==> run_1/layer_met1.png <==
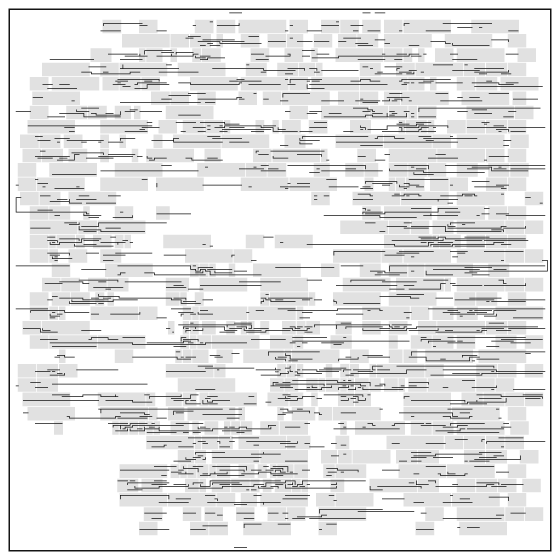
==> run_1/layer_met2.png <==
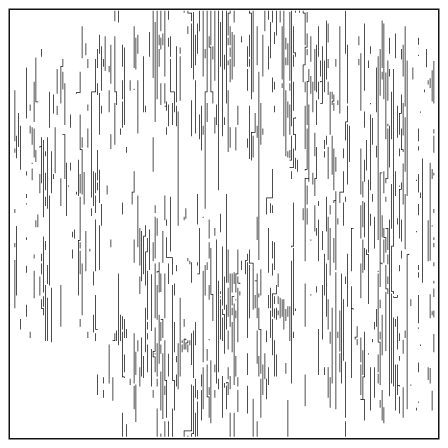
==> run_1/layer_met4.png <==
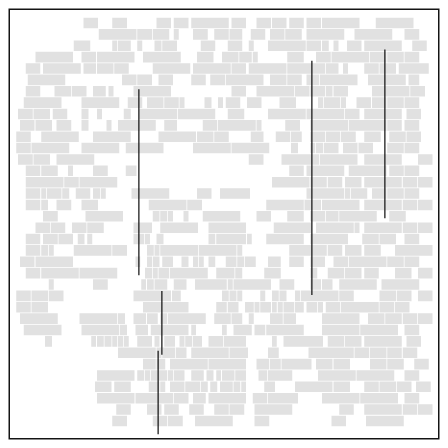
File: src/rtl/sram_mem_controller_if.sv
// MEM-stage request/response bus plus the external 16-bit SRAM pins.
// The controller sits on the slave modport; the pipeline and the SRAM
// device together form the master side.
interface sram_mem_controller_if #(
  parameter int SRAM_AW = 18
);
  logic               wr_en;
  logic               rd_en;
  logic [31:0]        address;
  logic [31:0]        write_data;
  logic [31:0]        read_data;
  logic               ready;
  logic [SRAM_AW-1:0] sram_addr;
  logic [15:0]        sram_dq_out;
  logic               sram_dq_oe;
  logic [15:0]        sram_dq_in;
  logic               sram_we_n;

  modport master (
    output wr_en, rd_en, address, write_data, sram_dq_in,
    input  read_data, ready, sram_addr, sram_dq_out, sram_dq_oe, sram_we_n
  );

  modport slave (
    input  wr_en, rd_en, address, write_data, sram_dq_in,
    output read_data, ready, sram_addr, sram_dq_out, sram_dq_oe, sram_we_n
  );
endinterface

File: src/rtl/sram_mem_controller.sv
// MEM-stage responder for a 16-bit external SRAM. Each 32-bit word moves as
// two half-word accesses (low half first), each held for WAIT_CYCLES clocks.
// ready is low while an access is pending so the pipeline can freeze.
//
// state | meaning
// ------+------------------------------------------------------------
// IDLE  | no access; a request is latched and starts the low half
// LOW   | low half on the SRAM bus ({idx,0}) for WAIT_CYCLES cycles
// HIGH  | high half on the SRAM bus ({idx,1}) for WAIT_CYCLES cycles
// DONE  | one cycle with ready=1 while the pipeline advances
module sram_mem_controller #(
  parameter logic [31:0] ADDR_BASE   = 32'd1024,
  parameter int          WAIT_CYCLES = 2,
  parameter int          SRAM_AW     = 18
) (
  input  logic clk,
  input  logic rst,
  sram_mem_controller_if.slave bus
);

  localparam int            CW       = (WAIT_CYCLES > 1) ? $clog2(WAIT_CYCLES) : 1;
  localparam logic [CW-1:0] CNT_LOAD = CW'(WAIT_CYCLES - 1);

  typedef enum logic [1:0] {IDLE, LOW, HIGH, DONE} state_t;

  state_t             state;
  logic [CW-1:0]      wait_cnt;
  logic [SRAM_AW-2:0] idx_q;
  logic [15:0]        wdata_hi_q;
  logic               is_write_q;
  logic [31:0]        read_data_q;
  logic [SRAM_AW-1:0] sram_addr_q;
  logic [15:0]        dq_out_q;
  logic               dq_oe_q;
  logic               we_n_q;

  logic [31:0]        offset;
  logic [SRAM_AW-2:0] idx_next;
  logic               req;
  logic               wait_done;

  // Addresses below ADDR_BASE simply wrap; the word index is truncated to
  // the SRAM size.
  assign offset    = bus.address - ADDR_BASE;
  assign idx_next  = (SRAM_AW-1)'(offset >> 2);
  assign req       = bus.wr_en | bus.rd_en;
  assign wait_done = (wait_cnt == '0);

  // ready drops in the same cycle a request appears so the stall is immediate.
  assign bus.ready       = (state == DONE) || ((state == IDLE) && !req);
  assign bus.read_data   = read_data_q;
  assign bus.sram_addr   = sram_addr_q;
  assign bus.sram_dq_out = dq_out_q;
  assign bus.sram_dq_oe  = dq_oe_q;
  assign bus.sram_we_n   = we_n_q;

  // Access sequencer: state, half-word wait timer and registered SRAM pins.
  always_ff @(posedge clk or negedge rst) begin
    if (!rst) begin
      state       <= IDLE;
      wait_cnt    <= '0;
      idx_q       <= '0;
      wdata_hi_q  <= '0;
      is_write_q  <= 1'b0;
      read_data_q <= '0;
      sram_addr_q <= '0;
      dq_out_q    <= '0;
      dq_oe_q     <= 1'b0;
      we_n_q      <= 1'b1;
    end else begin
      case (state)
        IDLE: begin
          if (req) begin
            // Write wins over read when both are requested.
            idx_q       <= idx_next;
            wdata_hi_q  <= bus.write_data[31:16];
            is_write_q  <= bus.wr_en;
            wait_cnt    <= CNT_LOAD;
            sram_addr_q <= {idx_next, 1'b0};
            dq_out_q    <= bus.write_data[15:0];
            we_n_q      <= ~bus.wr_en;
            dq_oe_q     <= bus.wr_en;
            state       <= LOW;
          end
        end
        LOW: begin
          if (wait_done) begin
            if (!is_write_q) read_data_q[15:0] <= bus.sram_dq_in;
            wait_cnt    <= CNT_LOAD;
            sram_addr_q <= {idx_q, 1'b1};
            dq_out_q    <= wdata_hi_q;
            state       <= HIGH;
          end else begin
            wait_cnt <= wait_cnt - CW'(1);
          end
        end
        HIGH: begin
          if (wait_done) begin
            if (!is_write_q) read_data_q[31:16] <= bus.sram_dq_in;
            we_n_q  <= 1'b1;
            dq_oe_q <= 1'b0;
            state   <= DONE;
          end else begin
            wait_cnt <= wait_cnt - CW'(1);
          end
        end
        DONE: state <= IDLE;
        default: state <= IDLE;
      endcase
    end
  end

endmodule

File: src/flat_wrapper.sv
// flat-port wrapper written by rule: the top's interface ports become plain ports
module sram_mem_controller_flat 
#(
  parameter logic [31:0] ADDR_BASE   = 32'd1024,
  parameter int          WAIT_CYCLES = 2,
  parameter int          SRAM_AW     = 18
)
  (clk, rst, bus_wr_en, bus_rd_en, bus_address, bus_write_data, bus_sram_dq_in, bus_read_data, bus_ready, bus_sram_addr, bus_sram_dq_out, bus_sram_dq_oe, bus_sram_we_n);
  sram_mem_controller_if #(.SRAM_AW(SRAM_AW)) bus_i ();
  input  logic clk;
  input  logic rst;
  input wire logic [$bits(bus_i.wr_en)-1:0] bus_wr_en;
  input wire logic [$bits(bus_i.rd_en)-1:0] bus_rd_en;
  input wire logic [$bits(bus_i.address)-1:0] bus_address;
  input wire logic [$bits(bus_i.write_data)-1:0] bus_write_data;
  input wire logic [$bits(bus_i.sram_dq_in)-1:0] bus_sram_dq_in;
  output wire logic [$bits(bus_i.read_data)-1:0] bus_read_data;
  output wire logic [$bits(bus_i.ready)-1:0] bus_ready;
  output wire logic [$bits(bus_i.sram_addr)-1:0] bus_sram_addr;
  output wire logic [$bits(bus_i.sram_dq_out)-1:0] bus_sram_dq_out;
  output wire logic [$bits(bus_i.sram_dq_oe)-1:0] bus_sram_dq_oe;
  output wire logic [$bits(bus_i.sram_we_n)-1:0] bus_sram_we_n;
  assign bus_i.wr_en = bus_wr_en;
  assign bus_i.rd_en = bus_rd_en;
  assign bus_i.address = bus_address;
  assign bus_i.write_data = bus_write_data;
  assign bus_i.sram_dq_in = bus_sram_dq_in;
  assign bus_read_data = bus_i.read_data;
  assign bus_ready = bus_i.ready;
  assign bus_sram_addr = bus_i.sram_addr;
  assign bus_sram_dq_out = bus_i.sram_dq_out;
  assign bus_sram_dq_oe = bus_i.sram_dq_oe;
  assign bus_sram_we_n = bus_i.sram_we_n;
  sram_mem_controller #(.ADDR_BASE(ADDR_BASE), .WAIT_CYCLES(WAIT_CYCLES), .SRAM_AW(SRAM_AW)) u_core (.clk(clk), .rst(rst), .bus(bus_i));
endmodule
File: config.mk
export PLATFORM = sky130hd
export DESIGN_NAME = sram_mem_controller_flat
export DESIGN_NICKNAME = d
export VERILOG_FILES = /design/src/rtl/sram_mem_controller_if.sv /design/src/rtl/sram_mem_controller.sv /design/src/flat_wrapper.sv
export SDC_FILE = /design/constraint.sdc
export NUM_CORES = 1
export LEC_CHECK = 0
export CORE_UTILIZATION = 45
export CTS_BUF_LIST = sky130_fd_sc_hd__clkbuf_16
export DETAILED_ROUTE_END_ITERATION = 6
export PLACE_DENSITY = 0.88
export SKIP_LAST_GASP = 1
export SYNTH_ARGS = -nofsm -noshare
export SYNTH_HDL_FRONTEND = slang
export SYNTH_SLANG_ARGS = --single-unit
File: constraint.sdc
create_clock -name clk -period 2.4 [get_ports clk]
set_clock_uncertainty 0.2 [all_clocks]
set_input_delay 0.48 -clock clk [delete_from_list [all_inputs] [get_ports clk]]
set_output_delay 0.48 -clock clk [all_outputs]
set_load 0.05 [all_outputs]
==> flow_summary.ini, run 1 <==
; physical design summary
[floorplanning]
dieArea_um2 = 10500
core_um2 = 9770
floorplan.core_util_pct = 46.4
die_y_um = 102
num_io_pins = 153

[timing]
hold_ws_ps = -20.0
fin_ws_ps = 72.0
period_needed_ps = 2330
finalMaxSlewViolations = 0
tightest_slew_ps = 573
finalHoldViolCount = 18
slew_headroom_pct = 61.8
finalCritPeriodShare_pct = 97.0
timing.fmax_mhz = 430

[grt]
grt_pass1_wl_um = 16000
use_met1_pct = 23.7
grt_pass1_vias = 3297
grt_use_met2_pct = 35.0
grt.busiest_layer = met2
grt_use_total_pct = 20.1
met3_usage_pct = 4.72
globalRoute.totalOverflow = 0

[logic_synthesis]
ys_seq_share_pct = 58.0
fp_nets = 447
top_logic_kind = multiplexers
syn_area_per_cell_um2 = 12.7
synth-main-ff-cell = dfrtp_1
ys.warnings.count = 0
top_cell_area_share_pct = 57.4
async_flop_share_pct = 100
synthAoiAreaFrac_pct = 8.91
xor_share_pct = 1.35
edf_count = 0
yosys_cells = 358
synthCells = 358
ys_chip_area_um2 = 4540
fa_ha_area_share_pct = 1.38
synth_area_leader_cell = dfrtp_1

[setup_path]
startpoint = u_core.state[1]
endpoint_kind = output pin
cp_slowest_cell = dfrtp_1
cp.arrival_ps = 1650
critical_path_cell_count = 5
critPathMaxStageDelay_ps = 410
reg2reg_to = u_core.bus.sram_addr[8]
critPathKind = register to output pin
critPathMaxFanout = 4
worst-path-buf-inv = 2
critical_path.endpoint = bus_ready
required_ps = 1720
start_kind = register
crit_path_cell_trace = inv_1 > ha_1 > or3b_1 > nand2b_1 > buf_12
rrSetupSlack_ps = 270
reg2reg_from = u_core.state[1]

[flow_run]
drv_cap = 0
warning_count = 46

[power]
combPwrFrac_pct = 56.0
power.density_nw_per_um2 = 1670
p_switching_mw = 4.79
finalPower_mw = 10.8
p_clk_share_pct = 14.4
p_clk_mw = 1.55
p_int_mw = 5.98
pg_comb_mw = 6.03

[outcome]
outcome = finished, violations left
violations = negative hold slack

[drt]
vias = 3231
routed_wl_um = 10100
post_drt_wl_per_cell_um = 15.7
remaining_drc_errors = 0
wl_met2_um = 5110
top_layer = met4
dr.pass1.iters = 4

[placed_design]
dp_slack_ps = 80.3
placed_cells = 623
place_area_um2 = 6110
portBuffers = 137
place_congestion = 0.824
place_hpwl_um = 7190

[clock_network]
path_clk_slew_ps = 70
worstSkewPairLatency_ps = 340
cts_resized = 0
h-tree-depth = 3
root_buffer = clkbuf_16
post_cts_buffers = 0
cts_tree = yes
hold_buffers = 0

[cells_and_area]
fin_cells = 642
lay_top_count = clkdlybuf4s50_1
layout-drive-gt1-share_pct = 22.2
largest_reg_flops = 32
antenna_cells = 0
Notes on layer_met1.png above:
489 nets have wire on it. The wires run mostly horizontal. The layer holds 41% of the routed length. The longest straight run is 29.4 µm. The layer carries 4140 µm of wire.

Notes on layer_met2.png above:
The longest straight run is 44.9 µm. The layer carries 5110 µm of wire. 512 nets have wire on it. The wires run mostly vertical.

Notes on layer_met4.png above:
The longest straight run is 55.8 µm. 4 nets have wire on it. The layer carries 175 µm of wire. The wires run mostly vertical. The layer holds 1.7% of the routed length.

-- run 1: stage by stage --
step | utilization [%] | hold WS, ps
6_report | 66.0 | -20.0
4_1_cts | 65.8 | 28.6
3_5_place_dp | 62.5 | 269
2_1_floorplan | - | -15.6
3_3_place_gp | 62.5 | 261
5_1_grt | 66.0 | 39.0
-- run 1: final cells by class --
type | count | area [µm²]
fillers | 736 | 3320
flip-flops and latches | 105 | 2630
multi-input cells | 225 | 1750
repair buffers | 156 | 1570
clock buffers | 9 | 225
well taps | 133 | 166
clock inverters | 7 | 93.8
inverters | 7 | 26.3
-- run 1: cells in the mapped netlist (all sizes together) (5+ instances only) --
library cell and instances:
o21ai 47, dfrtp 104, nor2 6, mux2i 24, xnor2 5, inv 7, buf 16, mux2 60
nand2 47, clkbuf 5, ha 5
==> run 2: changes to the inputs <==
--- a/config.mk
+++ b/config.mk
@@ -5,11 +5,13 @@
 export SDC_FILE = /design/constraint.sdc
 export NUM_CORES = 1
 export LEC_CHECK = 0
+export ABC_CLOCK_PERIOD_IN_PS = 2400
 export CORE_UTILIZATION = 45
 export CTS_BUF_LIST = sky130_fd_sc_hd__clkbuf_16
 export DETAILED_ROUTE_END_ITERATION = 6
 export PLACE_DENSITY = 0.88
 export SKIP_LAST_GASP = 1
+export SLEW_MARGIN = 10
 export SYNTH_ARGS = -nofsm -noshare
 export SYNTH_HDL_FRONTEND = slang
 export SYNTH_SLANG_ARGS = --single-unit
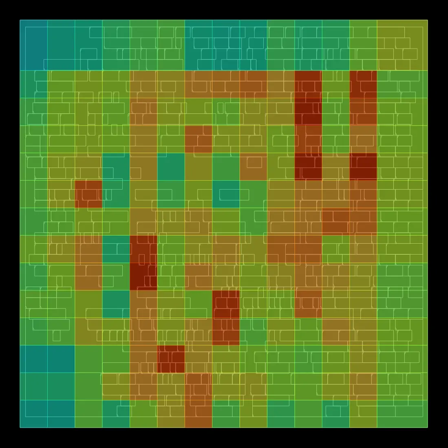
(run_2/congestion.png)
met3 Track Usage GR: 4.72%
WL/cell: 15.7 µm
total track usage: 20.1%

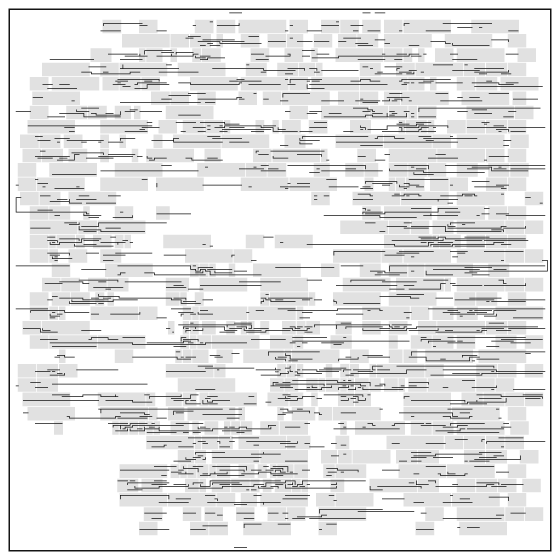
(run_2/layer_met1.png)
The wires run mostly horizontal. The layer holds 41% of the routed length. The longest straight run is 29.4 µm.

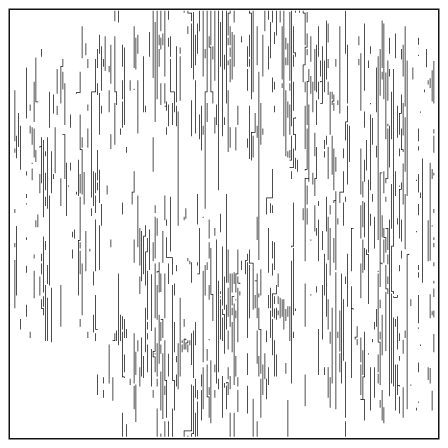
(run_2/layer_met2.png)
The layer carries 5110 µm of wire. The wires run mostly vertical. The layer holds 51% of the routed length.

==> flow_summary.ini, run 2 <==
; physical design summary
[outcome]
outcome = finished, violations left
violations = negative hold slack

[floorplanning]
core_um2 = 9770
die_y_um = 102
dieArea_um2 = 10500
nWellTaps = 133
num_io_pins = 153

[drt]
wl_met2_um = 5110
top_layer = met4
vias = 3231
remaining_drc_errors = 0
routed_wl_um = 10100

[clock_network]
cts_resized = 0
path_clk_slew_ps = 70
post_cts_buffers = 0
h-tree-depth = 3
hold_buffers = 0

[logic_synthesis]
edf_count = 0
xor_share_pct = 1.35
synth-main-ff-cell = dfrtp_1
ys_seq_share_pct = 58.0
ys_chip_area_um2 = 4540
top_cells_by_count = 104 x dfrtp_1, 58 x mux2_2, 47 x nand2_1
top_cell = dfrtp_1
yosys_cells = 358
ys.warnings.count = 0
async_flop_share_pct = 100
fp_nets = 447
top_logic_kind = multiplexers
syn_area_per_cell_um2 = 12.7
synthAoiAreaFrac_pct = 8.91
synth_area_leader_cell = dfrtp_1
fa_ha_area_share_pct = 1.38

[grt]
grt_pass1_wl_um = 16000
use_met1_pct = 23.7
grt_use_met2_pct = 35.0

[flow_run]
warning_count = 46
drv_cap = 0

[setup_path]
worst-path-buf-inv = 2
critPathMaxFanout = 4
critPathKind = register to output pin
required_ps = 1720
crit_path_cell_trace = inv_1 > ha_1 > or3b_1 > nand2b_1 > buf_12
critPathMaxStageDelay_ps = 410
cp.arrival_ps = 1650
cp_slowest_cell = dfrtp_1
endpoint_kind = output pin

[timing]
finalMaxSlewViolations = 0
fin_ws_ps = 72.0
hold_ws_ps = -20.0
slew_headroom_pct = 61.8
period_needed_ps = 2330
timing.fmax_mhz = 430
finalHoldViolCount = 18
finalCritPeriodShare_pct = 97.0

[placed_design]
placed_cells = 623
portBuffers = 137
place_congestion = 0.824
place_hpwl_um = 7190

[power]
pg_comb_mw = 6.03
p_switching_mw = 4.79
p_clk_share_pct = 14.4
combPwrFrac_pct = 56.0
p_int_mw = 5.98

[cells_and_area]
comb_area_um2 = 1750
bufAreaShareNonClock_pct = 24.3
seq_area_um2 = 2630
fin_cells = 642
dominant-cell-class = sequential cells
clkCellAreaFrac_pct = 4.94
flops = 105
finalCoreUtilization_pct = 66.0
comb_cells = 225
num-fill-cells = 736
clock_buffers = 9
lay_top_count = clkdlybuf4s50_1
num-nonclk-buffers = 156
run 2: cell counts in the layout (fill, tap and decap cells not counted):
No cell type changed its count.
run 2: worst paths after layout:
check                                             to                 startpoint  slack [ps]  cells after the start
min in group clk           u_core.bus.sram_dq_out[4]  u_core.bus.sram_dq_out[4]         280                      2
min reg2reg                u_core.bus.sram_dq_out[4]  u_core.bus.sram_dq_out[4]         280                      2
max reg2reg                  u_core.bus.sram_addr[8]            u_core.state[1]         270                      7
max in group asynchronous            u_core.idx_q[0]                        rst        1560                      2
min                        u_core.bus.sram_dq_out[6]                        rst         -20                      2
max                                        bus_ready            u_core.state[1]          70                      5
run 2: worst register-to-register path: stages, from the launching register on:
cell	delay, ps
dfrtp_1	410
inv_1	100
ha_2	200
buf_4	350
nand2_1	220
o211ai_4	160
buf_12	240
o21ai_0	140
